Design wb_arbiter, sky130hd; sources not shown.
**Gate-type map**

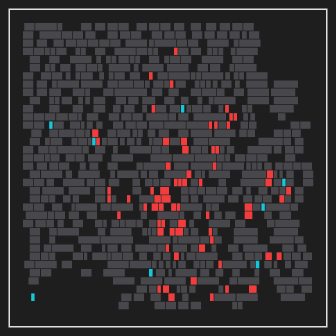
nand cells -> red  # cells 65
inv cells -> cyan  # cells 8
combinational share of cell area: 44.2%
most common logic cell in the routed design: sky130_fd_sc_hd__clkdlybuf4s50_1
Layout Cells excl Fill: 737

**M1 wires**

Supply wires on this layer in gray.
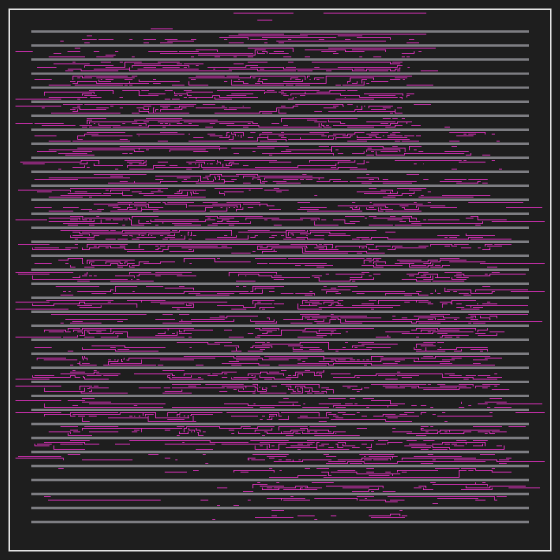
main direction = horizontal
wire length on this layer = 6510 um
share of all routed wire = 39%
longest straight run = 29.0 um
nets with wire on the layer = 670
total routed wirelength: 16.5 mm
met1 capacity usage during global routing: 37.7%
Via Count: 4883

**Power grid**

Pins as bars on the die edge.
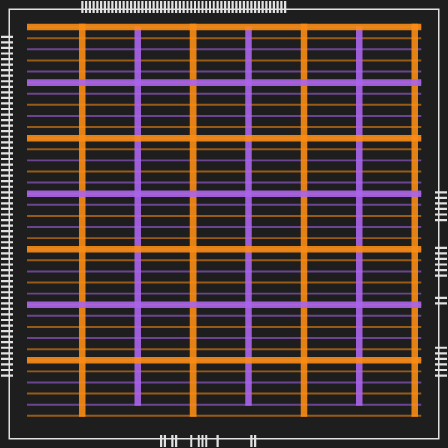
VSS -> orange
VDD -> purple
met1 rails = 36
signal pins = 148
met4 straps = 7
met5 straps = 7
die height: 105 um
Max IR drop VDD: 0.167 mV
Chip Width: 105 um
core footprint: 9200 sq um

**Register map, names as in the netlist**

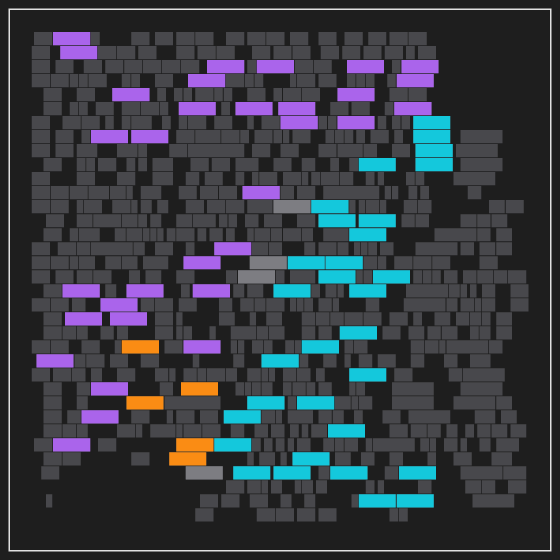
data -> purple  # flops 32
pend_q -> cyan  # flops 31
rd_num -> orange  # flops 5
not colored = 4
sequential cell power: 573 uW
register area: 1440 sq um
flop share of the area: 23.3%
core occupancy in the finished layout: 67.3%

==> notes.md <==
Implementation results are summarized by area below.

Finish
The number of nets in the final layout is 725. In the final layout, the fill cell count is 756. The area added between synthesis and finish is 40.5%.

Synth
The number of warning messages in the yosys log is 0. Synthesis produced 494 cells. The portion of the post-synthesis area used by sequential elements is approximately a third. The average instance area after synthesis is slightly below 9 sq um.

Routing
In this run the remaining antenna-violating nets after routing total 0. The first detailed-routing pass took 5 iterations. The violation count after the first detailed-route iteration is 497.

The remaining design rule violation count is 0.

CTS
TritonCTS created 9 clock buffers. The CTS tree is yes. The insertion delay to the later sink of the worst-skew pair is 0.35 ns.

STA
The worst pin sits at a relative slew slack of between 40% and 50%. The period utilization is slightly above 90%. Setup repair after global routing left no endpoint under its margin. The minimum clock period is 4.93 ns.

Floorplan
After floorplanning, the core was divided into 35 placement rows. The total die area is 11000 sq um.

Run status
The run finished with clean final reports.

Power
The relative contribution of the clock network to total power is 37.3%. Summed over all cells, the static leakage comes to 0.00219 uW. Switching power as a fraction of the total was reported as 27.5%.

Setup path
The cell sequence reported for the critical path is clkdlybuf4s50_1 -> mux4_2 -> mux2_2 -> a31oi_1 -> nand3_1 -> dlygate4sd2_1.

Job
The number of max-capacitance violations reported is 0.

Global route
Recorded from the global router log, the overflow total was 0.
per-layer routing:
layer  up-vias  part of all wire (%)  track usage (%)
li1       2214                     -                -
met1      2338                    39             37.7
met2       288                    48             49.4
met3        43                   9.2             7.78
met4         0                   3.2             10.2
met5         -                     0                0
what timing repair did:
item,in CTS,in global routing
resized,9,3
setup endpoints to repair,3,3
pin swaps,0,0
power groups by stage:
stage	Combinational, uW	Sequential (uW)	Clock, uW
after floorplan	141	600	0
after global placement	314	585	0
after detailed placement	320	585	0
after CTS	319	573	535
after global routing	344	575	563
final	323	573	534
metrics by stage:
stage | power [uW] | instances | TNS [ns] | cell area (sq um) | utilization [%]
after detailed placement | 905 | 721 | -0.104 | 5950 | 64.7
after global routing | 1480 | 737 | 0 | 6190 | 67.3
after global placement | 899 | 721 | -0.0284 | 5950 | 64.7
final | 1430 | 737 | 0 | 6190 | 67.3
after CTS | 1430 | 737 | 0 | 6190 | 67.3
after floorplan | 741 | 494 | 0 | 4410 | -
cells in the final DEF (no fill, tap or decap), types with 6 or more instances in the layout:
master                            instances
sky130_fd_sc_hd__a22oi_1                  8
sky130_fd_sc_hd__mux2i_1                 12
sky130_fd_sc_hd__dlygate4sd2_1            9
sky130_fd_sc_hd__a32o_1                  27
sky130_fd_sc_hd__nor2_1                  19
sky130_fd_sc_hd__nand3_1                 10
sky130_fd_sc_hd__dfxtp_1                 72
sky130_fd_sc_hd__nand2b_1                11
sky130_fd_sc_hd__o22ai_1                  8
sky130_fd_sc_hd__mux2_2                  11
sky130_fd_sc_hd__o21ai_0                 25
sky130_fd_sc_hd__clkdlybuf4s50_1        135
sky130_fd_sc_hd__inv_1                    8
sky130_fd_sc_hd__buf_4                   18
sky130_fd_sc_hd__o31ai_1                 20
sky130_fd_sc_hd__o21ai_1                  8
sky130_fd_sc_hd__mux4_2                  19
sky130_fd_sc_hd__a221oi_1                 8
sky130_fd_sc_hd__clkbuf_8                 9
sky130_fd_sc_hd__a222oi_1                11
sky130_fd_sc_hd__nand2_1                 34
sky130_fd_sc_hd__o211ai_1                15
sky130_fd_sc_hd__a21oi_1                 58
sky130_fd_sc_hd__and2_1                   6
sky130_fd_sc_hd__and3b_1                  6
tightest hold or removal path, cell delays in order, from the launching register on:
cell	delay, ns
sky130_fd_sc_hd__dfxtp_1	0.34
sky130_fd_sc_hd__o31ai_1	0.07
sky130_fd_sc_hd__a21oi_1	0.06
cell families (layout without fill, tap and decap cells):
logic type      after synthesis  count (layout)
compound gates              206             206
xor+xnor                      1               1
buf+inv                      57             189
mux                          42              42
simple gates                116             116
flops                        72              72
cell type report:
| class | count | area, sq um | share of cell area, % |
|---|---|---|---|
| clock buffer | 9 | 124 | 2.00 |
| timing repair buffer | 165 | 1600 | 25.9 |
| tap | 111 | 139 | 2.24 |
| sequential | 72 | 1440 | 23.3 |
| multi-input combinational | 365 | 2740 | 44.2 |
| inverter | 8 | 30.0 | 0.485 |
| clock inverter | 7 | 119 | 1.92 |
Power figures rest on the tool's default switching activity, not on a simulated workload.
